===== config.mk =====
export PLATFORM = sky130hd
export DESIGN_NAME = alu_seq_flat
export DESIGN_NICKNAME = d
export VERILOG_FILES = /design/src/rtl/alu_seq.sv /design/src/rtl/alu_seq_if.sv /design/src/flat_wrapper.sv
export SDC_FILE = /design/constraint.sdc
export NUM_CORES = 1
export LEC_CHECK = 0
export ABC_CLOCK_PERIOD_IN_PS = 1260
export CAP_MARGIN = 20
export CORE_ASPECT_RATIO = 0.9
export CORE_MARGIN = 8
export CORE_UTILIZATION = 35
export DETAILED_ROUTE_END_ITERATION = 10
export MAX_ROUTING_LAYER = met4
export PLACE_DENSITY = 0.55
export SLEW_MARGIN = 20
export SYNTH_ARGS = -nofsm -noshare
export SYNTH_HDL_FRONTEND = slang
export SYNTH_SLANG_ARGS = --single-unit

===== constraint.sdc =====
create_clock -name clk -period 1.26 [get_ports clk]
set_input_delay 0.378 -clock clk [delete_from_list [all_inputs] [get_ports clk]]
set_output_delay 0.378 -clock clk [all_outputs]
set_load 0.005 [all_outputs]

===== src/rtl/alu_seq.sv =====
// alu_seq: parametrised execute-stage ALU with single-cycle arithmetic/logic/shift
// ops plus an iterative shift-add multiplier and restoring divider.
// Optional feature macro: ALU_MULDIV_EN (MUL/DIV/MOD and the MUL/DIV/DONE states).
// Without it those opcodes decode as unknown and the ALU is always ready.

// Opcode and flag encodings, matching cpu_constants.vh.
package alu_seq_pkg;
    localparam logic [7:0] OPC_ADD  = 8'h00;
    localparam logic [7:0] OPC_SUB  = 8'h01;
    localparam logic [7:0] OPC_ADC  = 8'h02;
    localparam logic [7:0] OPC_SBB  = 8'h03;
    localparam logic [7:0] OPC_CMP  = 8'h04;
    localparam logic [7:0] OPC_AND  = 8'h05;
    localparam logic [7:0] OPC_OR   = 8'h06;
    localparam logic [7:0] OPC_XOR  = 8'h07;
    localparam logic [7:0] OPC_NOT  = 8'h08;
    localparam logic [7:0] OPC_MOV  = 8'h09;
    localparam logic [7:0] OPC_SHL  = 8'h0A;
    localparam logic [7:0] OPC_SHR  = 8'h0B;
    localparam logic [7:0] OPC_ROL  = 8'h0C;
    localparam logic [7:0] OPC_RCL  = 8'h0D;
    localparam logic [7:0] OPC_MUL  = 8'h0E;
    localparam logic [7:0] OPC_DIV  = 8'h0F;
    localparam logic [7:0] OPC_MOD  = 8'h10;
    localparam logic [7:0] OPC_ST   = 8'h11;
    localparam logic [7:0] OPC_JMP  = 8'h12;
    localparam logic [7:0] OPC_PUSH = 8'h13;

    localparam int FLAG_BIT_C = 0;
    localparam int FLAG_BIT_Z = 1;
    localparam int FLAG_BIT_S = 2;
    localparam int FLAG_BIT_V = 3;
endpackage

module alu_seq
    import alu_seq_pkg::*;
#(
    parameter int WIDTH   = 16,
    parameter int SHAMT_W = 4,
    parameter int CNT_W   = 5
) (
    input  logic       clk,
    input  logic       rst_n,
    alu_seq_if.slave   bus,
    output logic [1:0] dbg_state
);

    typedef enum logic [1:0] {
        IDLE = 2'd0,
        MUL  = 2'd1,
        DIV  = 2'd2,
        DONE = 2'd3
    } state_e;

    state_e state;

    logic               accept;
    logic               start_mul;
    logic               start_div;
    logic               start_multi;

    logic [WIDTH-1:0]   sc_out;
    logic [WIDTH-1:0]   sc_hi;
    logic               sc_c;
    logic               sc_v;
    logic               sc_wr;
    logic [3:0]         sc_flags;
    logic [WIDTH:0]     arith;
    logic [WIDTH:0]     ring;
    logic [WIDTH:0]     ring_rot;
    logic [SHAMT_W-1:0] amt;
    logic [CNT_W-1:0]   rol_back;
    logic [CNT_W-1:0]   rcl_back;
    logic               cin;

    assign accept      = bus.in_valid & bus.in_ready;
    assign start_multi = start_mul | start_div;
    assign cin         = bus.flags_in[FLAG_BIT_C];
    assign amt         = bus.op_b[SHAMT_W-1:0];
    assign rol_back    = CNT_W'(WIDTH) - CNT_W'(amt);
    assign rcl_back    = CNT_W'(WIDTH + 1) - CNT_W'(amt);
    assign ring        = {cin, bus.op_a};
    assign ring_rot    = (ring << amt) | (ring >> rcl_back);

    assign bus.in_ready = (state == IDLE);
    assign bus.busy     = (state != IDLE);
    assign dbg_state    = state;

    // Single-cycle result/flag decode; also flags which opcodes start an iteration.
    always_comb begin
        sc_out    = '0;
        sc_hi     = '0;
        sc_c      = 1'b0;
        sc_v      = 1'b0;
        arith     = '0;
        start_mul = 1'b0;
        start_div = 1'b0;
        case (bus.alu_control)
            OPC_ADD, OPC_ADC: begin
                arith  = {1'b0, bus.op_a} + {1'b0, bus.op_b}
                       + {{WIDTH{1'b0}}, (bus.alu_control == OPC_ADC) & cin};
                sc_out = arith[WIDTH-1:0];
                sc_c   = arith[WIDTH];
                sc_v   = (bus.op_a[WIDTH-1] == bus.op_b[WIDTH-1])
                       && (arith[WIDTH-1] != bus.op_a[WIDTH-1]);
            end
            OPC_SUB, OPC_SBB, OPC_CMP: begin
                // b is effectively inverted, so the overflow rule compares unlike signs.
                arith  = {1'b0, bus.op_a} - {1'b0, bus.op_b}
                       - {{WIDTH{1'b0}}, (bus.alu_control == OPC_SBB) & cin};
                sc_out = arith[WIDTH-1:0];
                sc_c   = arith[WIDTH];
                sc_v   = (bus.op_a[WIDTH-1] != bus.op_b[WIDTH-1])
                       && (arith[WIDTH-1] != bus.op_a[WIDTH-1]);
            end
            OPC_AND: sc_out = bus.op_a & bus.op_b;
            OPC_OR:  sc_out = bus.op_a | bus.op_b;
            OPC_XOR: sc_out = bus.op_a ^ bus.op_b;
            OPC_NOT: sc_out = ~bus.op_a;
            // Stores, jumps and pushes forward the address/data operand like MOV.
            OPC_MOV, OPC_ST, OPC_JMP, OPC_PUSH: sc_out = bus.op_b;
            OPC_SHL: begin
                if (amt == '0) begin
                    sc_out = bus.op_a;
                    sc_c   = cin;
                end else begin
                    {sc_c, sc_out} = {1'b0, bus.op_a} << amt;
                end
            end
            OPC_SHR: begin
                sc_out = bus.op_a >> amt;
                sc_c   = (amt == '0) ? cin : 1'b0;
            end
            OPC_ROL: begin
                sc_out = (bus.op_a << amt) | (bus.op_a >> rol_back);
                sc_c   = (amt == '0) ? cin : sc_out[0];
            end
            OPC_RCL: begin
                // Amount 0 leaves the ring untouched, giving out=op_a and C=carry in.
                sc_out = ring_rot[WIDTH-1:0];
                sc_c   = ring_rot[WIDTH];
            end
`ifdef ALU_MULDIV_EN
            OPC_MUL: start_mul = 1'b1;
            OPC_DIV, OPC_MOD: begin
                if (bus.op_b == '0) begin
                    // Divide by zero answers immediately: quotient all ones, remainder op_a.
                    sc_v = 1'b1;
                    if (bus.alu_control == OPC_DIV) begin
                        sc_out = '1;
                        sc_hi  = bus.op_a;
                    end else begin
                        sc_out = bus.op_a;
                        sc_hi  = '1;
                    end
                end else begin
                    start_div = 1'b1;
                end
            end
`endif
            default: sc_out = '0;
        endcase
    end

    // Flag vector and write-enable for single-cycle results.
    always_comb begin
        sc_flags             = '0;
        sc_flags[FLAG_BIT_C] = sc_c;
        sc_flags[FLAG_BIT_Z] = (sc_out == '0);
        sc_flags[FLAG_BIT_S] = sc_out[WIDTH-1];
        sc_flags[FLAG_BIT_V] = sc_v;
        sc_wr                = !((bus.alu_control == OPC_CMP) || (bus.alu_control == OPC_ST)
                               || (bus.alu_control == OPC_JMP) || (bus.alu_control == OPC_PUSH));
    end

`ifdef ALU_MULDIV_EN
    state_e           state_d;
    logic [WIDTH-1:0] a_r;      // multiplier high half / divider partial remainder
    logic [WIDTH-1:0] b_r;      // multiplier low half / dividend shifting into quotient
    logic [WIDTH-1:0] m_r;      // multiplicand / divisor
    logic [CNT_W-1:0] cnt;
    logic             is_mod;
    logic             finish;
    logic [WIDTH-1:0] a_n;
    logic [WIDTH-1:0] b_n;
    logic [WIDTH:0]   mul_sum;
    logic [WIDTH:0]   div_shift;
    logic [WIDTH-1:0] div_diff;
    logic             div_ge;
    logic [WIDTH-1:0] md_out;
    logic [WIDTH-1:0] md_hi;
    logic [3:0]       md_flags;

    assign finish = ((state == MUL) || (state == DIV)) && (cnt == CNT_W'(1));

    // Next state: iterate WIDTH cycles, then one DONE cycle while out_valid is shown.
    always_comb begin
        state_d = state;
        case (state)
            IDLE: begin
                if (accept && start_mul) state_d = MUL;
                else if (accept && start_div) state_d = DIV;
            end
            MUL, DIV: if (cnt == CNT_W'(1)) state_d = DONE;
            DONE:     state_d = IDLE;
            default:  state_d = IDLE;
        endcase
    end

    // State register.
    always_ff @(posedge clk or negedge rst_n) begin
        if (!rst_n) state <= IDLE;
        else        state <= state_d;
    end

    // One multiplier or divider step from the current iteration registers.
    always_comb begin
        mul_sum   = {1'b0, a_r} + (b_r[0] ? {1'b0, m_r} : {(WIDTH + 1){1'b0}});
        div_shift = {a_r, b_r[WIDTH-1]};
        div_ge    = (div_shift >= {1'b0, m_r});
        div_diff  = div_shift[WIDTH-1:0] - m_r;
        if (state == MUL) begin
            a_n = mul_sum[WIDTH:1];
            b_n = {mul_sum[0], b_r[WIDTH-1:1]};
        end else begin
            a_n = div_ge ? div_diff : div_shift[WIDTH-1:0];
            b_n = {b_r[WIDTH-2:0], div_ge};
        end
    end

    // Final multi-cycle result, taken from the last step so it registers on that edge.
    always_comb begin
        md_out   = b_n;
        md_hi    = a_n;
        md_flags = '0;
        if (state == MUL) begin
            md_flags[FLAG_BIT_C] = (a_n != '0);
            md_flags[FLAG_BIT_V] = (a_n != '0);
        end else if (is_mod) begin
            md_out = a_n;
            md_hi  = b_n;
        end
        md_flags[FLAG_BIT_Z] = (md_out == '0);
        md_flags[FLAG_BIT_S] = md_out[WIDTH-1];
    end

    // Iteration registers: load operands on accept, step while MUL/DIV.
    always_ff @(posedge clk or negedge rst_n) begin
        if (!rst_n) begin
            a_r    <= '0;
            b_r    <= '0;
            m_r    <= '0;
            cnt    <= '0;
            is_mod <= 1'b0;
        end else if (accept && start_multi) begin
            a_r    <= '0;
            b_r    <= bus.op_a;
            m_r    <= bus.op_b;
            cnt    <= CNT_W'(WIDTH);
            is_mod <= (bus.alu_control == OPC_MOD);
        end else if ((state == MUL) || (state == DIV)) begin
            a_r <= a_n;
            b_r <= b_n;
            cnt <= cnt - CNT_W'(1);
        end
    end
`else
    assign state = IDLE;
`endif

    // Result registers: load on a single-cycle accept or at the end of an iteration.
    always_ff @(posedge clk or negedge rst_n) begin
        if (!rst_n) begin
            bus.out_valid <= 1'b0;
            bus.out       <= '0;
            bus.out_hi    <= '0;
            bus.flags_out <= '0;
            bus.write     <= 1'b0;
        end else begin
            bus.out_valid <= 1'b0;
            if (accept && !start_multi) begin
                bus.out_valid <= 1'b1;
                bus.out       <= sc_out;
                bus.out_hi    <= sc_hi;
                bus.flags_out <= sc_flags;
                bus.write     <= sc_wr;
            end
`ifdef ALU_MULDIV_EN
            else if (finish) begin
                bus.out_valid <= 1'b1;
                bus.out       <= md_out;
                bus.out_hi    <= md_hi;
                bus.flags_out <= md_flags;
                bus.write     <= 1'b1;
            end
`endif
        end
    end

endmodule


===== src/rtl/alu_seq_if.sv =====
// alu_seq_if: request/response bundle between the execute-stage pipeline and alu_seq.
//
// Handshake: a request transfers on a rising clk edge where in_valid and in_ready
// are both high. in_ready depends on the ALU state only, never on in_valid. While
// busy, in_valid is ignored and upstream keeps the request stable. out_valid is a
// single-cycle pulse with no back-pressure; out/out_hi/flags_out/write keep their
// last values between pulses.
interface alu_seq_if #(
    parameter int WIDTH = 16
);
    logic             in_valid;
    logic             in_ready;
    logic [7:0]       alu_control;
    logic [WIDTH-1:0] op_a;
    logic [WIDTH-1:0] op_b;
    logic [3:0]       flags_in;
    logic             out_valid;
    logic [WIDTH-1:0] out;
    logic [WIDTH-1:0] out_hi;
    logic             write;
    logic [3:0]       flags_out;
    logic             busy;

    // Pipeline side: issues requests, consumes results.
    modport master (
        output in_valid, alu_control, op_a, op_b, flags_in,
        input  in_ready, out_valid, out, out_hi, write, flags_out, busy
    );

    // ALU side.
    modport slave (
        input  in_valid, alu_control, op_a, op_b, flags_in,
        output in_ready, out_valid, out, out_hi, write, flags_out, busy
    );
endinterface


===== src/flat_wrapper.sv =====
// flat-port wrapper written by rule: the top's interface ports become plain ports
module alu_seq_flat import alu_seq_pkg::*;
#(
    parameter int WIDTH   = 16,
    parameter int SHAMT_W = 4,
    parameter int CNT_W   = 5
)
  (clk, rst_n, dbg_state, bus_in_valid, bus_alu_control, bus_op_a, bus_op_b, bus_flags_in, bus_in_ready, bus_out_valid, bus_out, bus_out_hi, bus_write, bus_flags_out, bus_busy);
  alu_seq_if #(.WIDTH(WIDTH)) bus_i ();
  input  logic clk;
  input  logic rst_n;
  output logic [1:0] dbg_state;
  input wire logic [$bits(bus_i.in_valid)-1:0] bus_in_valid;
  input wire logic [$bits(bus_i.alu_control)-1:0] bus_alu_control;
  input wire logic [$bits(bus_i.op_a)-1:0] bus_op_a;
  input wire logic [$bits(bus_i.op_b)-1:0] bus_op_b;
  input wire logic [$bits(bus_i.flags_in)-1:0] bus_flags_in;
  output wire logic [$bits(bus_i.in_ready)-1:0] bus_in_ready;
  output wire logic [$bits(bus_i.out_valid)-1:0] bus_out_valid;
  output wire logic [$bits(bus_i.out)-1:0] bus_out;
  output wire logic [$bits(bus_i.out_hi)-1:0] bus_out_hi;
  output wire logic [$bits(bus_i.write)-1:0] bus_write;
  output wire logic [$bits(bus_i.flags_out)-1:0] bus_flags_out;
  output wire logic [$bits(bus_i.busy)-1:0] bus_busy;
  assign bus_i.in_valid = bus_in_valid;
  assign bus_i.alu_control = bus_alu_control;
  assign bus_i.op_a = bus_op_a;
  assign bus_i.op_b = bus_op_b;
  assign bus_i.flags_in = bus_flags_in;
  assign bus_in_ready = bus_i.in_ready;
  assign bus_out_valid = bus_i.out_valid;
  assign bus_out = bus_i.out;
  assign bus_out_hi = bus_i.out_hi;
  assign bus_write = bus_i.write;
  assign bus_flags_out = bus_i.flags_out;
  assign bus_busy = bus_i.busy;
  alu_seq #(.WIDTH(WIDTH), .SHAMT_W(SHAMT_W), .CNT_W(CNT_W)) u_core (.clk(clk), .rst_n(rst_n), .bus(bus_i), .dbg_state(dbg_state));
endmodule

==> images/clk_routes.png <==
(3 px per um)
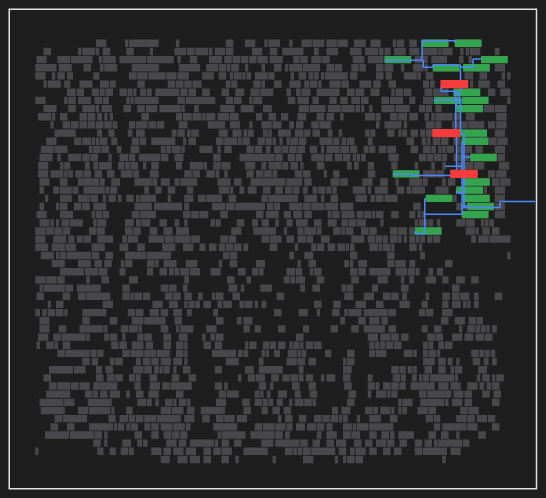
- green: flip-flops (count 21)
- red: clock drivers (count 3)
- blue: clock wires (length 283 um)
- routed clock nets: 4
clock latency reported for the late side of the worst-skew pair: 250 ps
Final Skew: 0 ps
clock network power: 664 uW
Clock power frac: 9.9%

==> images/clocks.png <==
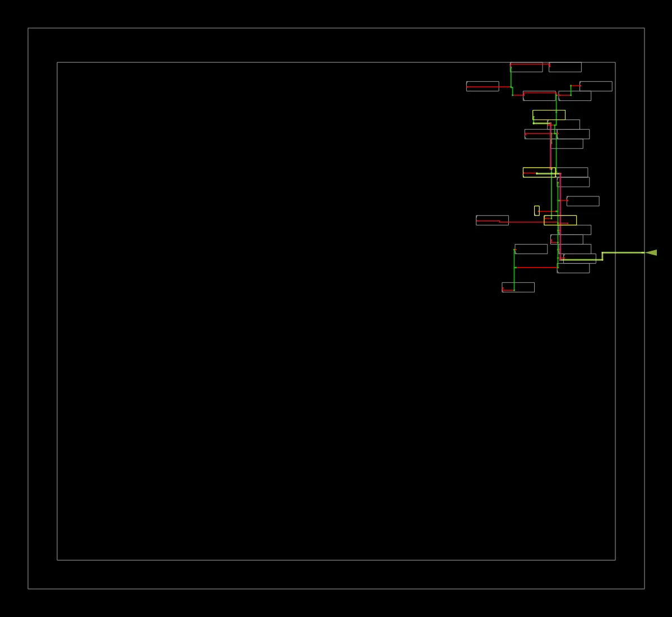
number of clock buffers inserted by TritonCTS: 3
CTS sink cnt: 21
flop count: 21

==> summary.log <==
INFO  place          post-place-ws=-3570ps
INFO  final_timing   post-route-worst-setup-slack=-2990ps
INFO  global_route   pin_count_of_the_biggest_net_entering_global_routing=40
INFO  worst_setup_path critPathMaxFanout=3
INFO  worst_setup_path crit_buf_inv=2
INFO  job            warnings=64
INFO  worst_setup_path critPathTopFamily=simple AND/OR/NAND/NOR gates
INFO  job            drv.max_cap_violation_count=0
INFO  global_route   grt_pass1_wl=68,900um
INFO  final_timing   worst-slew-pin-transition=858ps
INFO  worst_setup_path max_incr_delay_on_cp=600ps
INFO  run_status     violations=negative setup slack
INFO  run_status     status=finished with violations
INFO  logic_synthesis yosys.cell_types.count=89
INFO  detailed_routing route.met2.wl=19,600um
INFO  worst_setup_path timing.critical_path.depth=15
INFO  global_route   top_usage_layer=met2
INFO  logic_synthesis enable_flop_cells=0
INFO  final_timing   relSlewSlack=42.3%
INFO  place          dpl_cell_area=11,800um^2
INFO  cells_and_area comb_area_share=57.4%
INFO  final_timing   finalSetupViolCount=20
INFO  logic_synthesis ff_type=sky130_fd_sc_hd__dfrtp_1
INFO  power          leakage=0.00564uW
## layout by cell type, fill, tap and decap left out, drive strengths merged, types with 10 or more instances in the layout
master | Yosys | final
xor2 | 10 | 10
mux2i | 46 | 46
o21ai | 51 | 51
nor3 | 40 | 40
clkdlybuf4s50 | 0 | 32
mux2 | 26 | 26
mux4 | 39 | 39
a22oi | 10 | 10
nand3 | 28 | 28
a32oi | 11 | 11
nand2b | 36 | 36
o22ai | 12 | 12
o211ai | 17 | 17
ha | 65 | 65
nor4 | 20 | 20
nor3b | 11 | 11
nand2 | 68 | 68
nand4 | 15 | 15
dfrtp | 21 | 21
conb | 2 | 20
a211oi | 13 | 13
o31ai | 10 | 10
inv | 58 | 58
clkdlybuf4s15 | 0 | 21
a2111oi | 11 | 11
nor2 | 81 | 81
a21oi | 55 | 55
buf | 57 | 443
## how the worst max path moves through the flow
stage,startpoint,to,slack (ps)
4_1_cts,bus_alu_control[6],u_core.bus.flags_out[1]$_DFFE_PN0P_,-2940
6_report,bus_alu_control[4],u_core.bus.flags_out[1]$_DFFE_PN0P_,-2990
5_1_grt,bus_alu_control[4],u_core.bus.flags_out[1]$_DFFE_PN0P_,-3050
3_5_place_dp,bus_alu_control[5],u_core.bus.flags_out[1]$_DFFE_PN0P_,-3570
2_1_floorplan,bus_alu_control[5],u_core.bus.flags_out[2]$_DFFE_PN0P_,-2980
3_3_place_gp,bus_alu_control[5],u_core.bus.flags_out[1]$_DFFE_PN0P_,-3490
## sequential cells by signal, summed over array words and instances (netlist names)
| signal | count |
|---|---|
| u_core.bus.out | 15 |
| u_core.bus.flags_out | 4 |
| u_core.bus.out_valid | 1 |
| u_core.bus.write | 1 |
Power is estimated from default activity; no workload was simulated.
